Figure 1. Clock nets.
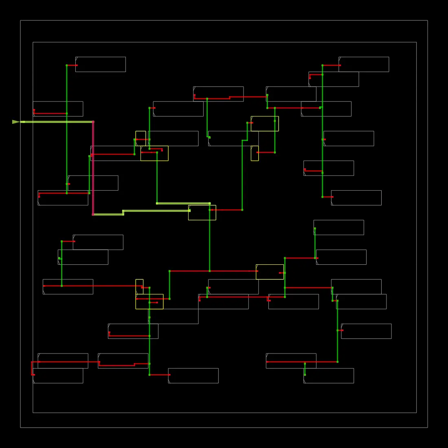
Figure 2. Sequential cells colored by netlist name.
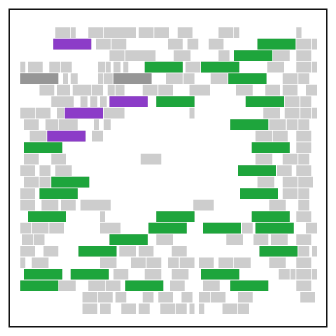
===== src/rtl/cc_pkg.sv =====
// Shared cache-controller definitions: AXI burst encodings, refill burst shape,
// line address bit-fields and the miss-request FSM state type.
package cc_pkg;

    typedef enum logic [1:0] {
        BURST_FIXED = 2'b00,
        BURST_INCR  = 2'b01,
        BURST_WRAP  = 2'b10
    } axi_burst_e;

    localparam logic [3:0] CC_ARLEN  = 4'd7;
    localparam logic [2:0] CC_ARSIZE = 3'd3;

    localparam int unsigned BYTE_MSB  = 2;
    localparam int unsigned WORD_LSB  = 3;
    localparam int unsigned WORD_MSB  = 5;
    localparam int unsigned INDEX_LSB = 6;
    localparam int unsigned INDEX_MSB = 14;
    localparam int unsigned TAG_LSB   = 15;
    localparam int unsigned TAG_MSB   = 31;

    typedef enum logic {
        ST_IDLE  = 1'b0,
        ST_ISSUE = 1'b1
    } cc_state_e;

    typedef struct packed {
        logic [TAG_MSB-TAG_LSB:0]     tag;
        logic [INDEX_MSB-INDEX_LSB:0] index;
        logic [WORD_MSB-WORD_LSB:0]   word;
        logic [BYTE_MSB:0]            byte_off;
    } cc_line_addr_t;

    function automatic cc_line_addr_t cc_split_addr(input logic [31:0] addr);
        cc_line_addr_t f;
        f.tag      = addr[TAG_MSB:TAG_LSB];
        f.index    = addr[INDEX_MSB:INDEX_LSB];
        f.word     = addr[WORD_MSB:WORD_LSB];
        f.byte_off = addr[BYTE_MSB:0];
        return f;
    endfunction

    // Critical-word-first: keep the requested 64-bit word, drop the byte offset.
    function automatic logic [31:0] cc_beat_addr(input cc_line_addr_t f);
        return {f.tag, f.index, f.word, 3'b000};
    endfunction

endpackage


===== src/rtl/cc_outstanding_cnt.sv =====
// Up/down counter of refill bursts in flight; saturates at both ends and
// records a sticky underflow when a completion arrives with nothing in flight.
module cc_outstanding_cnt #(
    parameter int unsigned MAX_CNT = 4,
    parameter int unsigned CNT_W   = 4
) (
    input  logic             clk,
    input  logic             rst,
    input  logic             inc_i,
    input  logic             dec_i,
    output logic [CNT_W-1:0] cnt_o,
    output logic             underflow_o
);

    logic [CNT_W-1:0] cnt_q;
    logic [CNT_W-1:0] cnt_d;
    logic             underflow_q;
    logic             underflow_d;

    // Count and underflow state registers.
    always_ff @(posedge clk or posedge rst) begin
        if (rst) begin
            cnt_q       <= {CNT_W{1'b0}};
            underflow_q <= 1'b0;
        end else begin
            cnt_q       <= cnt_d;
            underflow_q <= underflow_d;
        end
    end

    // Next count; simultaneous inc and dec cancel out.
    always_comb begin
        cnt_d       = cnt_q;
        underflow_d = underflow_q;
        case ({inc_i, dec_i})
            2'b10: begin
                if (cnt_q != CNT_W'(MAX_CNT)) begin
                    cnt_d = cnt_q + CNT_W'(1);
                end else begin
                    cnt_d = cnt_q;
                end
            end
            2'b01: begin
                if (cnt_q != {CNT_W{1'b0}}) begin
                    cnt_d = cnt_q - CNT_W'(1);
                end else begin
                    underflow_d = 1'b1;
                end
            end
            default: begin
                cnt_d = cnt_q;
            end
        endcase
    end

    assign cnt_o       = cnt_q;
    assign underflow_o = underflow_q;

endmodule


===== src/rtl/cc_miss_req_ctrl.sv =====
// Miss request controller: accepts cache misses, pushes the miss address to the
// fill FIFO and issues one critical-word-first WRAP refill burst per miss.
module cc_miss_req_ctrl
    import cc_pkg::*;
#(
    parameter int unsigned MAX_OUTSTANDING = 4,
    parameter int unsigned CNT_W           = 4
) (
    input  logic             clk,
    input  logic             rst,
    input  logic             miss_req_valid_i,
    input  logic [31:0]      miss_req_addr_i,
    output logic             miss_req_ready_o,
    output logic             mem_arvalid_o,
    input  logic             mem_arready_i,
    output logic [31:0]      mem_araddr_o,
    output logic [3:0]       mem_arlen_o,
    output logic [2:0]       mem_arsize_o,
    output logic [1:0]       mem_arburst_o,
    input  logic             mem_rvalid_i,
    input  logic             mem_rready_i,
    input  logic             mem_rlast_i,
    input  logic             miss_addr_fifo_full_i,
    output logic             miss_addr_fifo_wren_o,
    output logic [31:0]      miss_addr_fifo_wdata_o,
    output logic [CNT_W-1:0] outstanding_o,
    output logic             busy_o,
    output logic             err_o
);

    cc_state_e        state_q;
    cc_state_e        state_d;
    logic [31:0]      araddr_q;
    logic [31:0]      araddr_d;
    logic             accept_s;
    logic             complete_s;
    logic [CNT_W-1:0] outstanding_s;
    logic             underflow_s;

    assign complete_s = mem_rvalid_i & mem_rready_i & mem_rlast_i;
    assign accept_s   = miss_req_valid_i & miss_req_ready_o;

    cc_outstanding_cnt #(
        .MAX_CNT (MAX_OUTSTANDING),
        .CNT_W   (CNT_W)
    ) u_outstanding_cnt (
        .clk         (clk),
        .rst         (rst),
        .inc_i       (accept_s),
        .dec_i       (complete_s),
        .cnt_o       (outstanding_s),
        .underflow_o (underflow_s)
    );

    // FSM state and captured AR address registers.
    always_ff @(posedge clk or posedge rst) begin
        if (rst) begin
            state_q  <= ST_IDLE;
            araddr_q <= 32'h0000_0000;
        end else begin
            state_q  <= state_d;
            araddr_q <= araddr_d;
        end
    end

    // Next state; the AR address only changes on accept so it is stable in ISSUE.
    always_comb begin
        state_d  = state_q;
        araddr_d = araddr_q;
        case (state_q)
            ST_IDLE: begin
                if (accept_s) begin
                    state_d  = ST_ISSUE;
                    araddr_d = cc_beat_addr(cc_split_addr(miss_req_addr_i));
                end else begin
                    state_d  = ST_IDLE;
                end
            end
            ST_ISSUE: begin
                if (mem_arready_i) begin
                    state_d = ST_IDLE;
                end else begin
                    state_d = ST_ISSUE;
                end
            end
            default: begin
                state_d = ST_IDLE;
            end
        endcase
    end

    // Outputs; ready gating alone keeps the counter from exceeding its limit.
    always_comb begin
        miss_req_ready_o = 1'b0;
        mem_arvalid_o    = 1'b0;
        case (state_q)
            ST_IDLE: begin
                if ((outstanding_s < CNT_W'(MAX_OUTSTANDING)) && !miss_addr_fifo_full_i) begin
                    miss_req_ready_o = 1'b1;
                end else begin
                    miss_req_ready_o = 1'b0;
                end
            end
            ST_ISSUE: begin
                mem_arvalid_o = 1'b1;
            end
            default: begin
                mem_arvalid_o = 1'b0;
            end
        endcase
    end

    assign miss_addr_fifo_wren_o  = accept_s;
    assign miss_addr_fifo_wdata_o = miss_req_addr_i;
    assign mem_araddr_o           = araddr_q;
    assign mem_arlen_o            = CC_ARLEN;
    assign mem_arsize_o           = CC_ARSIZE;
    assign mem_arburst_o          = BURST_WRAP;
    assign outstanding_o          = outstanding_s;
    assign busy_o                 = (state_q != ST_IDLE) || (outstanding_s != {CNT_W{1'b0}});
    assign err_o                  = underflow_s;

endmodule


===== config.mk =====
export PLATFORM = sky130hd
export DESIGN_NAME = cc_miss_req_ctrl
export DESIGN_NICKNAME = d
export VERILOG_FILES = /design/src/rtl/cc_pkg.sv /design/src/rtl/cc_outstanding_cnt.sv /design/src/rtl/cc_miss_req_ctrl.sv
export SDC_FILE = /design/constraint.sdc
export NUM_CORES = 1
export LEC_CHECK = 0
export CORE_MARGIN = 2
export CORE_UTILIZATION = 35
export DETAILED_ROUTE_END_ITERATION = 16
export HOLD_SLACK_MARGIN = 0.12
export PLACE_DENSITY = 0.79
export SLEW_MARGIN = 20
export SYNTH_ARGS = -nofsm -noshare
export SYNTH_HDL_FRONTEND = slang
export SYNTH_SLANG_ARGS = --single-unit

===== constraint.sdc =====
create_clock -name clk -period 4.4 [get_ports clk]
set_input_delay 1.32 -clock clk [delete_from_list [all_inputs] [get_ports clk]]
set_output_delay 1.32 -clock clk [all_outputs]
set_load 0.1 [all_outputs]

==> Changelog: implementation <==
## Flow update

* PortBufs at 103
* Largest cells by area after synthesis: dfrtp_1 50%, buf_4 19%, mux2_2 19%
* Met3 Usage GRT at 3.88%
* Mapped Area at 1750 sq um
* Synth cell count leaders: 44 x buf_4, 35 x dfrtp_1, 29 x mux2_2
* Final hold vios at 0
* Post-CTS sizing at 0
* Relative slew slack at 34.4%
* Largest net degree at the start of global routing at 36
* Post-route minimum period at 3.77 ns
* CTS tree: built
* Cell count after synthesis at 138
* Post-route DRC at 0
* Drt wl/cell at 12.2 microns
* Fp_density at 36.6%
* Max incr delay on CP at 0.44 ns
* Antenna fix cells at 0
* Routed WL at 3430 microns
* Flop area at 876 sq um
* Chip width at 74.7 microns
* Synth Flop Type: dfrtp_1
* Worst hold path class: register to register
* Iteration-0 DRC Markers at 28
* Die Area at 5580 sq um
* CP bufs+invs at 3
* Clk_lat worst skew at 0.28 ns
* Clock buffer depth at 2
* TritonRoute pass-1 iters at 4
* Comb area at 537 sq um
* FMAX at 0.265 GHz
* Final Cycle Share at 85.8%
* IO Pins at 122
* Clock-pin slew on the worst setup and hold paths at 0.07 ns
* Post-synthesis cell type with the largest combined area: dfrtp_1
* RSZ-0062 raised after global routing: false
* Met1 Usage GRT at 13.5%
* Post-synth EDFFs at 0
* # clock sinks at 35
* Min-delay src: u_outstanding_cnt.underflow_o
* Final hold slack at 0.462 ns
* Crit Path Class: input port to output port
* Max_cap viols at 0
* Async set or reset register ratio after synthesis at 100%
* Total track usage at 11.8%
* Slowest stage cell, crit path: clkdlybuf4s50_1
* Synth-to-Final Area Change at 47.5%
* Total number of vias at 1213
* Placement Rows at 25
* Setup bufs post-CTS at 0
* Share of cells above drive strength 1 at 34.1%
* Family with the most delay on the worst path: buffers and inverters
* Vias per cell at 4.32
* Yosys Warn Count at 0
* Crit-path max FO at 4
* First-pass GRT wire length at 4810 microns
* Dominant cell area share at 50.0%
* Nets at 254
* Final estimated routing congestion in global placement at 0.714
* Fillers at 431
* Final setup TNS at 0 ns
* Distinct lib cells used at 21
* H-tree Lvls at 2
* Cts-stage hold buffer count at 0
* Die height at 74.7 microns
* DRT antenna net count at 0
* Worst Setup Start Kind: input port
* Global route total overflow at 0
* Crit path from: miss_addr_fifo_full_i
* Critical Path AT at 2.45 ns
* Register area share after synthesis at 50.0%
* Reg2Reg Launch Point: u_outstanding_cnt.cnt_o[2]
* HPWL after detailed placement at 2580 microns
* Synth flops at 35
* Slew @ Worst Pin at 0.980 ns
* Tool warnings at 26
* Critical Path End Type: output port
* Critical path required time at 3.08 ns
* CTS root buf: clkbuf_8
* Core area at 4790 sq um
* Yosys top cell by instances: buf_4
* Final Max Slew Viols at 0
* Status: completed
* Yosys cell count at 138
* Initial antenna violation count at 0
* Most Crowded Layer GR: met2
* Vias in the first global route at 1077
* Yosys chip area at 1750 sq um
* Met2 Track Usage GR at 19.4%
* Critical-path cell list: clkdlybuf4s50_1 -> nor4_4 -> nand2_2 -> inv_2 -> buf_12
* Final setup violation count at 0
* Synthesized area per cell at 12.7 sq um
## Picture notes: Figure 1
CLK BUF: 7
clk_skew: 0.00131 ns
flop count: 35
Inserted Clock Buffers: 5

## Picture notes: Figure 2
legend:
  `mem_araddr_o`:
    color: green
    flops: 29
    where: spread over the die
  `u_outstanding_cnt.cnt_o`:
    color: purple
    flops: 4
not colored: 2

## flip-flops by register name (all words and copies together) (netlist names)
name                           cells
state_q                            1
mem_araddr_o                      29
u_outstanding_cnt.underflow_o      1
u_outstanding_cnt.cnt_o            4
## cell type report
cell class | count | share of cell area [%]
clock buffer | 7 | 2.96
clock inverter | 1 | 0.194
inverter | 3 | 0.436
multi-input combinational | 63 | 20.8
sequential | 35 | 33.9
tap | 67 | 3.25
timing repair buffer | 105 | 38.5
## stage by stage
stage          area [sq um]  setup slack (ns)  utilization (%)  cells
2_1_floorplan          1790             0.142                -    148
3_3_place_gp           2500             0.641             52.3    273
3_5_place_dp           2500             0.629             52.3    273
4_1_cts                2580             0.619             54.0    281
5_1_grt                2580             0.576             54.0    281
6_report               2580             0.627             54.0    281
## layout by cell type (no fill, tap or decap), drive strengths merged, types with 3 or more instances in the layout
| cell type | n |
|---|---|
| conb | 12 |
| clkbuf | 7 |
| clkdlybuf4s50 | 72 |
| mux2 | 30 |
| dfrtp | 35 |
| buf | 33 |
| nand3 | 3 |
| o21ai | 3 |
| inv | 3 |
## cells by family after synthesis
group	count (synthesis)	share of synthesized area, %
other	2	0.429
muxes	30	19.5
and+or+nand+nor	12	4.72
adders and majority gates	1	0.715
xor gates and xnor gates	2	1.00
DFF	35	50.0
AOI/OAI and AO/OA	6	2.14
buffers and inverters	50	21.4
## worst reg2reg max path: cells and delay by family, from the launching register on
kind,cells,cell delay [ns]
buffers and inverters,2,0.46
XOR/XNOR,1,0.17
flip-flops,1,0.48
AND/OR/NAND/NOR,3,0.70
multiplexers,1,0.25
adder cells (fa/ha/maj),1,0.28
## worst paths after layout
check | depth (start not counted) | slack, ns | end
worst max-delay path | 5 | 0.63 | miss_addr_fifo_wren_o
worst min-delay path | 1 | 0.46 | u_outstanding_cnt.underflow_o
worst max register to register | 8 | 1.95 | u_outstanding_cnt.cnt_o[1]
worst min register to register | 1 | 0.46 | u_outstanding_cnt.underflow_o
max in group asynchronous | 3 | 2.63 | u_outstanding_cnt.cnt_o[1]
min in group asynchronous | 3 | 1.45 | mem_araddr_o[6]
## per-layer routing
layer  up-vias  wire, microns  share of wire [%]
li1        557              -                  -
met1       586           1360                 39
met2        68           1740                 51
met3         2            316                9.2
met4         0             17               0.50
met5         -              0                  0
